[config.mk]
export PLATFORM = sky130hd
export DESIGN_NAME = int_to_pf
export DESIGN_NICKNAME = d
export VERILOG_FILES = /design/src/rtl/pf_pkg.sv /design/src/rtl/pf_round.sv /design/src/rtl/int_to_pf.sv
export SDC_FILE = /design/constraint.sdc
export NUM_CORES = 1
export LEC_CHECK = 0
export CELL_PAD_IN_SITES_DETAIL_PLACEMENT = 2
export CELL_PAD_IN_SITES_GLOBAL_PLACEMENT = 2
export CORE_MARGIN = 3
export CORE_UTILIZATION = 33
export CTS_BUF_LIST = sky130_fd_sc_hd__clkbuf_8
export DETAILED_ROUTE_END_ITERATION = 7
export PLACE_DENSITY_LB_ADDON = 0.2
export SETUP_SLACK_MARGIN = 0.2
export SYNTH_ARGS = -nofsm -noshare
export SYNTH_HDL_FRONTEND = slang
export SYNTH_SLANG_ARGS = --single-unit
[constraint.sdc]
create_clock -name clk -period 3.9 [get_ports clk]
set_input_delay 0.78 -clock clk [delete_from_list [all_inputs] [get_ports clk]]
set_output_delay 0.78 -clock clk [all_outputs]
set_load 0.02 [all_outputs]
[src/rtl/pf_pkg.sv]
// pf_pkg -- shared single-precision float definitions.
//
// Used by int_to_pf and pf_round (and later by the float adder's
// normaliser). It provides the exponent/fraction widths, the exponent bias,
// a packed IEEE-754 single struct, and the converter FSM state enum.
package pf_pkg;

  localparam int PF_EXP_W  = 8;
  localparam int PF_FRAC_W = 23;
  localparam int PF_BIAS   = 127;

  // Field order matches the bit layout: sign[31], exp[30:23], frac[22:0].
  typedef struct packed {
    logic                 sign;
    logic [PF_EXP_W-1:0]  exp;
    logic [PF_FRAC_W-1:0] frac;
  } pf_t;

  typedef enum logic [2:0] {
    IDLE,
    ABS,
    NORM,
    ROUND,
    DONE
  } state_t;

endpackage

[src/rtl/pf_round.sv]
// pf_round -- combinational round-to-nearest-even for a normalised mantissa.
//
// Ports:
//   in_sign   : result sign
//   in_exp    : biased exponent belonging to in_mant
//   in_mant   : 24-bit mantissa with the hidden one at bit 23
//   in_guard  : first bit below the mantissa LSB
//   in_sticky : OR of every bit below the guard bit
//   out_pf    : rounded {sign, exp, frac}
module pf_round
  import pf_pkg::*;
(
  input  logic                in_sign,
  input  logic [PF_EXP_W-1:0] in_exp,
  input  logic [23:0]         in_mant,
  input  logic                in_guard,
  input  logic                in_sticky,
  output pf_t                 out_pf
);

  logic        round_up;
  logic [24:0] mant_sum;

  always_comb begin
    round_up = in_guard & (in_sticky | in_mant[0]);
    mant_sum = {1'b0, in_mant} + {24'b0, round_up};

    out_pf.sign = in_sign;
    // A carry out of the mantissa means it became 1.0 * 2; the fraction
    // is then all zero and the exponent moves up by one.
    if (mant_sum[24]) begin
      out_pf.exp  = in_exp + 8'd1;
      out_pf.frac = '0;
    end else begin
      out_pf.exp  = in_exp;
      out_pf.frac = mant_sum[22:0];
    end
  end

endmodule

[src/rtl/int_to_pf.sv]
// int_to_pf -- sequential signed integer to IEEE-754 single converter.
//
// One integer is accepted per transaction (valid/ready). The block takes its
// magnitude, normalises it so that the MSB is set, rounds it to nearest-even
// and holds the float until the consumer takes it.
//
// Parameters:
//   INT_W     : input integer width, 8..32
// Ports:
//   clk       : clock
//   rst       : synchronous active-high reset
//   in_valid  : in_int is valid
//   in_ready  : converter is idle and can accept in_int
//   in_int    : signed two's-complement input
//   out_valid : out_pf is valid
//   out_ready : consumer takes out_pf
//   out_pf    : IEEE-754 single result
//   busy      : a conversion is in flight
//
// Build option:
//   INT_TO_PF_FAST_NORM_EN : when defined, NORM uses a leading-zero count
//                            and barrel shift and completes in one cycle.
//                            Otherwise NORM shifts one bit per cycle.
//                            Results are identical in both builds.
module int_to_pf
  import pf_pkg::*;
#(
  parameter int INT_W = 32
) (
  input  logic             clk,
  input  logic             rst,
  input  logic             in_valid,
  output logic             in_ready,
  input  logic [INT_W-1:0] in_int,
  output logic             out_valid,
  input  logic             out_ready,
  output logic [31:0]      out_pf,
  output logic             busy
);

  state_t              state_q, state_d;
  logic                sign_q, sign_d;
  logic [INT_W-1:0]    mag_q, mag_d;
  logic [PF_EXP_W-1:0] exp_q, exp_d;
  logic [31:0]         out_pf_q, out_pf_d;
  logic                out_valid_q, out_valid_d;

  logic [INT_W-1:0]    abs_val;
  logic [INT_W+23:0]   mag_ext;
  logic [23:0]         round_mant;
  logic                round_guard;
  logic                round_sticky;
  pf_t                 round_pf;

`ifdef INT_TO_PF_FAST_NORM_EN
  logic [4:0]          lz_cnt;
`endif

  // The normalised magnitude is right-padded with 24 zeros so the same
  // slices give the mantissa, guard and sticky for every INT_W; for
  // INT_W <= 24 the guard and sticky bits come only from the padding.
  always_comb begin
    mag_ext      = {mag_q, 24'b0};
    round_mant   = mag_ext[INT_W+23 -: 24];
    round_guard  = mag_ext[INT_W-1];
    round_sticky = |mag_ext[INT_W-2:0];
  end

  pf_round u_round (
    .in_sign   (sign_q),
    .in_exp    (exp_q),
    .in_mant   (round_mant),
    .in_guard  (round_guard),
    .in_sticky (round_sticky),
    .out_pf    (round_pf)
  );

  // Two's-complement negate; the most negative value maps onto itself,
  // which read as unsigned is exactly its magnitude.
  always_comb begin
    abs_val = mag_q[INT_W-1] ? (~mag_q + 1'b1) : mag_q;
  end

`ifdef INT_TO_PF_FAST_NORM_EN
  // The highest set bit wins because the loop runs upward.
  always_comb begin
    lz_cnt = '0;
    for (int i = 0; i < INT_W; i++) begin
      if (mag_q[i]) lz_cnt = 5'(INT_W - 1 - i);
    end
  end
`endif

  // Next-state and datapath updates. mag_q holds the raw input between
  // acceptance and ABS, then the magnitude being normalised.
  always_comb begin
    state_d     = state_q;
    sign_d      = sign_q;
    mag_d       = mag_q;
    exp_d       = exp_q;
    out_pf_d    = out_pf_q;
    out_valid_d = out_valid_q;

    unique case (state_q)
      IDLE: begin
        if (in_valid) begin
          mag_d   = in_int;
          state_d = ABS;
        end
      end

      ABS: begin
        sign_d = mag_q[INT_W-1];
        mag_d  = abs_val;
        exp_d  = PF_EXP_W'(PF_BIAS + INT_W - 1);
        // Zero skips normalisation but still passes through ROUND, which
        // turns it into +0 and keeps the zero latency at two cycles.
        state_d = (abs_val == '0) ? ROUND : NORM;
      end

      NORM: begin
`ifdef INT_TO_PF_FAST_NORM_EN
        mag_d   = mag_q << lz_cnt;
        exp_d   = exp_q - PF_EXP_W'(lz_cnt);
        state_d = ROUND;
`else
        if (mag_q[INT_W-1]) begin
          state_d = ROUND;
        end else begin
          mag_d = mag_q << 1;
          exp_d = exp_q - 8'd1;
        end
`endif
      end

      ROUND: begin
        out_pf_d    = (mag_q == '0) ? 32'h0 : round_pf;
        out_valid_d = 1'b1;
        state_d     = DONE;
      end

      DONE: begin
        if (out_ready) begin
          out_valid_d = 1'b0;
          state_d     = IDLE;
        end
      end

      default: state_d = IDLE;
    endcase
  end

  always_ff @(posedge clk) begin
    if (rst) begin
      state_q     <= IDLE;
      sign_q      <= 1'b0;
      mag_q       <= '0;
      exp_q       <= '0;
      out_pf_q    <= '0;
      out_valid_q <= 1'b0;
    end else begin
      state_q     <= state_d;
      sign_q      <= sign_d;
      mag_q       <= mag_d;
      exp_q       <= exp_d;
      out_pf_q    <= out_pf_d;
      out_valid_q <= out_valid_d;
    end
  end

  assign in_ready  = (state_q == IDLE) && !rst;
  assign busy      = (state_q != IDLE);
  assign out_valid = out_valid_q;
  assign out_pf    = out_pf_q;

endmodule

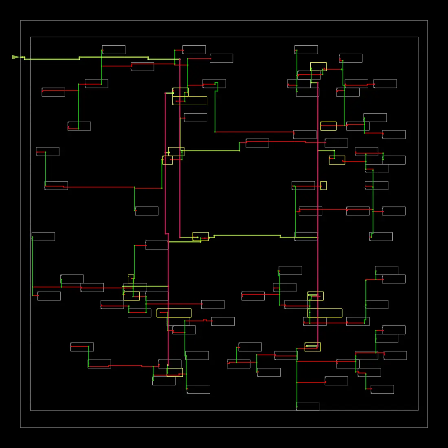
(run_1/final_clocks.png)
power of the clock network: 788 µW
final sequential cell count: 77
clock buffer count: 10
later-pin clock latency in the skew report: 0.39 ns

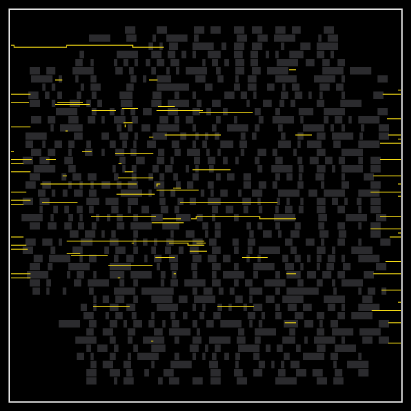
(run_1/met3.png)
Scale: 3 px per µm. Cells faint in the background.
wire length on this layer: 711 µm
share of all routed wire: 3.6%
longest straight run: 45.5 µm
main direction: horizontal

==> flow_summary.json, run 1 <==
{
  "result_of_the_run": "finished, final reports clean",
  "peakVddDrop_mv": 0.181,
  "drv.max_cap_violation_count": 0,
  "all_layer_global_routing_usage": 0.239,
  "route.vias.total": 5392,
  "dpl.hpwl_mm": 13.8,
  "clock_sink_count": 77,
  "critical_path.cell_chain": "and2_1 -> ha_1 -> nand4_1 -> nor4_2 -> and4_1 -> nand4_1 -> xnor2_1 -> a22oi_1 -> nor2_1",
  "multiInputCombCellCount": 511,
  "ys_ff": 77,
  "cts_resized": 0,
  "rr_endpoint": "out_pf[28]",
  "io_pins": 71,
  "setup.worst_path.end_class": "flip-flop",
  "pwr_density_cell_nw_per_um2": 461,
  "totalPowerFinal_uw": 2820,
  "yosys-mux-area-fraction": 0.00833,
  "critPathMaxFanout": 10,
  "first_global_vias": 5613,
  "overall_overflow_remaining_after_global_route": 0,
  "drcViolationCount": 0,
  "post-route-worst-setup-slack_ns": 0.699,
  "setup.worst_path.end": "out_pf[28]",
  "yosys.area.top_type": "sky130_fd_sc_hd__dfxtp_1",
  "power.largest_group": "registers",
  "synth-edff-count": 0,
  "most_used_standard_cell_by_instance_count_after_synthesis": "sky130_fd_sc_hd__nor2_1",
  "placement.cell_area_um2": 5880,
  "finalHoldViolations": 0,
  "top_cells_by_area": "sky130_fd_sc_hd__dfxtp_1 30%, sky130_fd_sc_hd__nor2_1 6.4%, sky130_fd_sc_hd__xnor2_1 5.7%",
  "worst-slew-pin-transition_ns": 1.16,
  "maxSlewViolCount": 0,
  "buffers": 90,
  "slew_headroom": 0.222,
  "wirelength_mm": 19.8,
  "combinational_share_of_cell_area": 0.522,
  "p_switching_uw": 1130,
  "synth-main-ff-cell": "sky130_fd_sc_hd__dfxtp_1",
  "cts-htree-levels": 3,
  "layout_overhead_on_the_synthesized_area_pct": 19.8,
  "crit_path_max_delay_family": "simple AND/OR/NAND/NOR gates",
  "final_hold_slack_ns": 0.459,
  "worstHoldPathType": "reg2reg",
  "clkSlewWorstSetupHoldPaths_ns": 0.10,
  "mi_logic_area_um2": 3200,
  "cts-hold-fix-buffers": 0,
  "grt_setup_unrepaired": "no",
  "drt-wirelength-per-cell_um": 22.2,
  "timing.critical_path.from_type": "flip-flop",
  "ys_cells": 675,
  "grtUsageMet2": 0.387,
  "area_share_nonclk_buffers": 0.138,
  "detailedRoute.firstPassIterationCount": 5,
  "met2RoutedLength_mm": 9.36,
  "asyncSetResetFlopFracSynth": 0,
  "fp.dieW_um": 130,
  "cell_internal_pwr_uw": 1690,
  "cts.repair_timing.setup_buffer_count": 0,
  "met3_track_usage_gr": 0.0297,
  "std_cell_rows": 44,
  "grt_util_met1": 0.330,
  "timing.reg2reg.worst_path_depth": 9,
  "grt_first_pass_wirelength_mm": 31.9,
  "met3_length_um": 711,
  "maxUsedRoutingLayer": "met4",
  "reg2reg_slack_ns": 0.70,
  "power_switching_share": 0.400,
  "skew_final_ns": 0.0181,
  "setup_viol_count_final": 0,
  "syn_nets": 715,
  "yosys-dominant-comb-family": "AND-OR/OR-AND gates",
  "criticalPathCategory": "reg2reg",
  "dp_slack_ns": 0.721,
  "via_per_inst": 6.03,
  "drt.antenna.violating_nets": 0,
  "powerComb_uw": 1010,
  "final_util": 0.412,
  "numCtsBuffers": 9,
  "post-place-cells": 878,
  "place_congestion": 0.850,
  "regToRegStartpoint": "mag_q[7]",
  "synth-warning-count": 0,
  "delay_of_the_slowest_cell_on_the_worst_path_ns": 0.61,
  "die.size.y_um": 130,
  "hold_path_depth": 2,
  "startpoint": "mag_q[7]",
  "combinationalPowerShare": 0.356,
  "leakagePower_uw": 0.00209,
  "drt_iter0_drc": 362,
  "filler_cell_count": 1695,
  "synthDominantCellAreaShare": 0.302,
  "setup_total_negative_slack_ns": 0,
  "pg_seq_uw": 1030
}
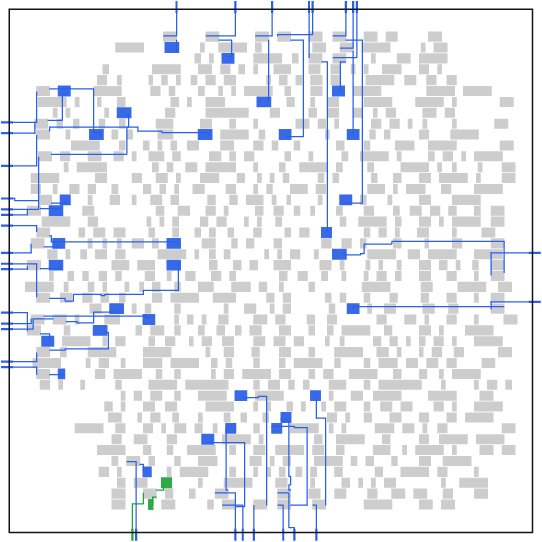
(run_1/port_nets.png)
Scale: 4 px per µm.
[green] out_ready | bits: 1 | direction: input | edge: south | end cells: 2 | wire: 18.6 µm
[blue] in_int | bits: 32 | direction: input | edge: 15 west, 8 north, 7 south, 2 east | end cells: 32 | wire: 1070 µm

==> run_1/cell_classes.png <==
Scale: 2 px per µm.
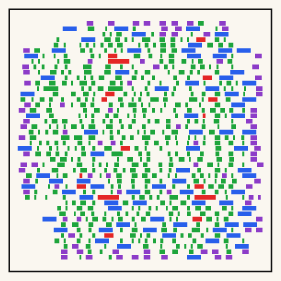

--- run 2 (diff from run 1) ---
- clock period: 3.9 -> 3.3 ns (I/O delays scaled with it)
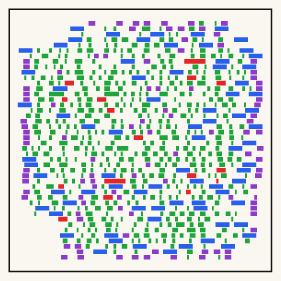
(run_2/cell_classes.png)
Scale: 2 px per µm.
[blue] flops | cells: 77
[green] all other logic | cells: 527
[purple] other buffers and delay cells | cells: 101
[red] clock drivers and dummy loads | cells: 16

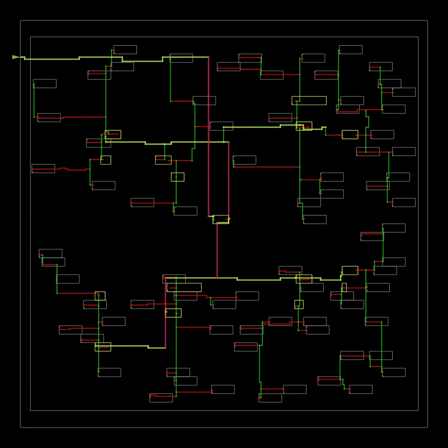
(run_2/final_clocks.png)
TritonCTS Sinks: 77
skew final: 0.0136 ns

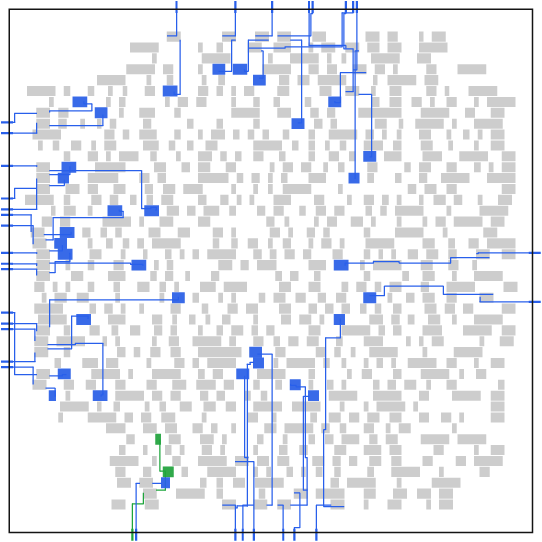
(run_2/port_nets.png)
Scale: 4 px per µm.
[green] out_ready | bits: 1 | direction: input | edge: south | end cells: 2 | wire: 28.4 µm
[blue] in_int | bits: 32 | direction: input | edge: 15 west, 8 north, 7 south, 2 east | end cells: 32 | wire: 1080 µm

==> run 2 against run 1 <==
Synthesized area is the same. Largest cell class unchanged. Flip-flop count unchanged. Hold slack better by 0.016 ns. Maximum frequency rose by 11%. Clock skew is 0.0044 ns lower. First-iteration DRC count decreased by 4.4%. Synthesized cell count unchanged. Cell count increased by 1.2%. Core utilization increased by 0.42 points. Register-to-register slack got worse by 0.29 ns. Non-clock buffer count rose by 11. Setup slack worse by 0.29 ns.
==> flow_summary.json, run 2 <==
{
  "final_util": 0.416,
  "maxUsedRoutingLayer": "met4",
  "yosys.area.top_type": "sky130_fd_sc_hd__dfxtp_1",
  "grt_setup_unrepaired": "no",
  "pwr_density_cell_nw_per_um2": 532,
  "top_cells_by_area": "sky130_fd_sc_hd__dfxtp_1 30%, sky130_fd_sc_hd__nor2_1 6.4%, sky130_fd_sc_hd__xnor2_1 5.7%",
  "power.clock.total_uw": 845,
  "peakVddDrop_mv": 0.198,
  "maxSlewViolCount": 0,
  "synthDominantCellAreaShare": 0.302,
  "powerComb_uw": 1230,
  "cts-hold-fix-buffers": 0,
  "critical_path.cell_chain": "and2_1 -> ha_1 -> nand4_1 -> nor4_2 -> buf_4 -> nand3_1 -> or2_2 -> xnor2_1 -> a22oi_1 -> nor2_1",
  "layout.clock_buffers": 9,
  "synth-edff-count": 0,
  "reg2reg_slack_ns": 0.41,
  "all_layer_global_routing_usage": 0.237,
  "slew_headroom": 0.485,
  "seq_cell_count": 77,
  "worstHoldPathType": "reg2reg",
  "filler_cell_count": 1701,
  "fp.dieW_um": 130,
  "multiInputCombCellCount": 511,
  "buffers": 101,
  "pg_seq_uw": 1220,
  "post-route-worst-setup-slack_ns": 0.406,
  "hold_path_depth": 2,
  "dp_slack_ns": 0.331,
  "cts.repair_timing.setup_buffer_count": 0,
  "cts_resized": 0,
  "critPathMaxFanout": 9,
  "final_hold_slack_ns": 0.475,
  "drt.antenna.violating_nets": 0,
  "rr_endpoint": "out_pf[18]",
  "setup.worst_path.end_class": "flip-flop",
  "grtUsageMet2": 0.396,
  "clkSlewWorstSetupHoldPaths_ns": 0.09,
  "delay_of_the_slowest_cell_on_the_worst_path_ns": 0.52,
  "overall_overflow_remaining_after_global_route": 0,
  "synth-warning-count": 0,
  "io_pins": 71,
  "leakagePower_uw": 0.00213,
  "yosys-dominant-comb-family": "AND-OR/OR-AND gates",
  "ys_ff": 77,
  "p_switching_uw": 1350,
  "met3_length_um": 793,
  "startpoint": "mag_q[8]",
  "setup_total_negative_slack_ns": 0,
  "power_switching_share": 0.411,
  "place_congestion": 0.891,
  "die.size.y_um": 130,
  "std_cell_rows": 44,
  "setup_viol_count_final": 0,
  "met3_track_usage_gr": 0.0431,
  "syn_nets": 715,
  "yosys-mux-area-fraction": 0.00833,
  "crit_path_max_delay_family": "simple AND/OR/NAND/NOR gates",
  "route.vias.total": 5494,
  "combinational_share_of_cell_area": 0.517,
  "wirelength_mm": 20.0,
  "timing.reg2reg.worst_path_depth": 10,
  "drt-wirelength-per-cell_um": 22.0,
  "layout_overhead_on_the_synthesized_area_pct": 21.1,
  "regToRegStartpoint": "mag_q[8]",
  "dpl.hpwl_mm": 14.2,
  "power.largest_group": "combinational cells",
  "drt_iter0_drc": 346,
  "combinationalPowerShare": 0.373,
  "area_share_nonclk_buffers": 0.150,
  "clkLatencyLatePin_ns": 0.39,
  "most_used_standard_cell_by_instance_count_after_synthesis": "sky130_fd_sc_hd__nor2_1",
  "met2RoutedLength_mm": 9.62,
  "timing.critical_path.from_type": "flip-flop",
  "ys_cells": 675,
  "grt_first_pass_wirelength_mm": 31.9,
  "cts-htree-levels": 3,
  "placement.cell_area_um2": 5960,
  "result_of_the_run": "finished, final reports clean",
  "mi_logic_area_um2": 3200,
  "totalPowerFinal_uw": 3290,
  "synth-main-ff-cell": "sky130_fd_sc_hd__dfxtp_1"
}
Power is estimated from default activity; no workload was simulated.
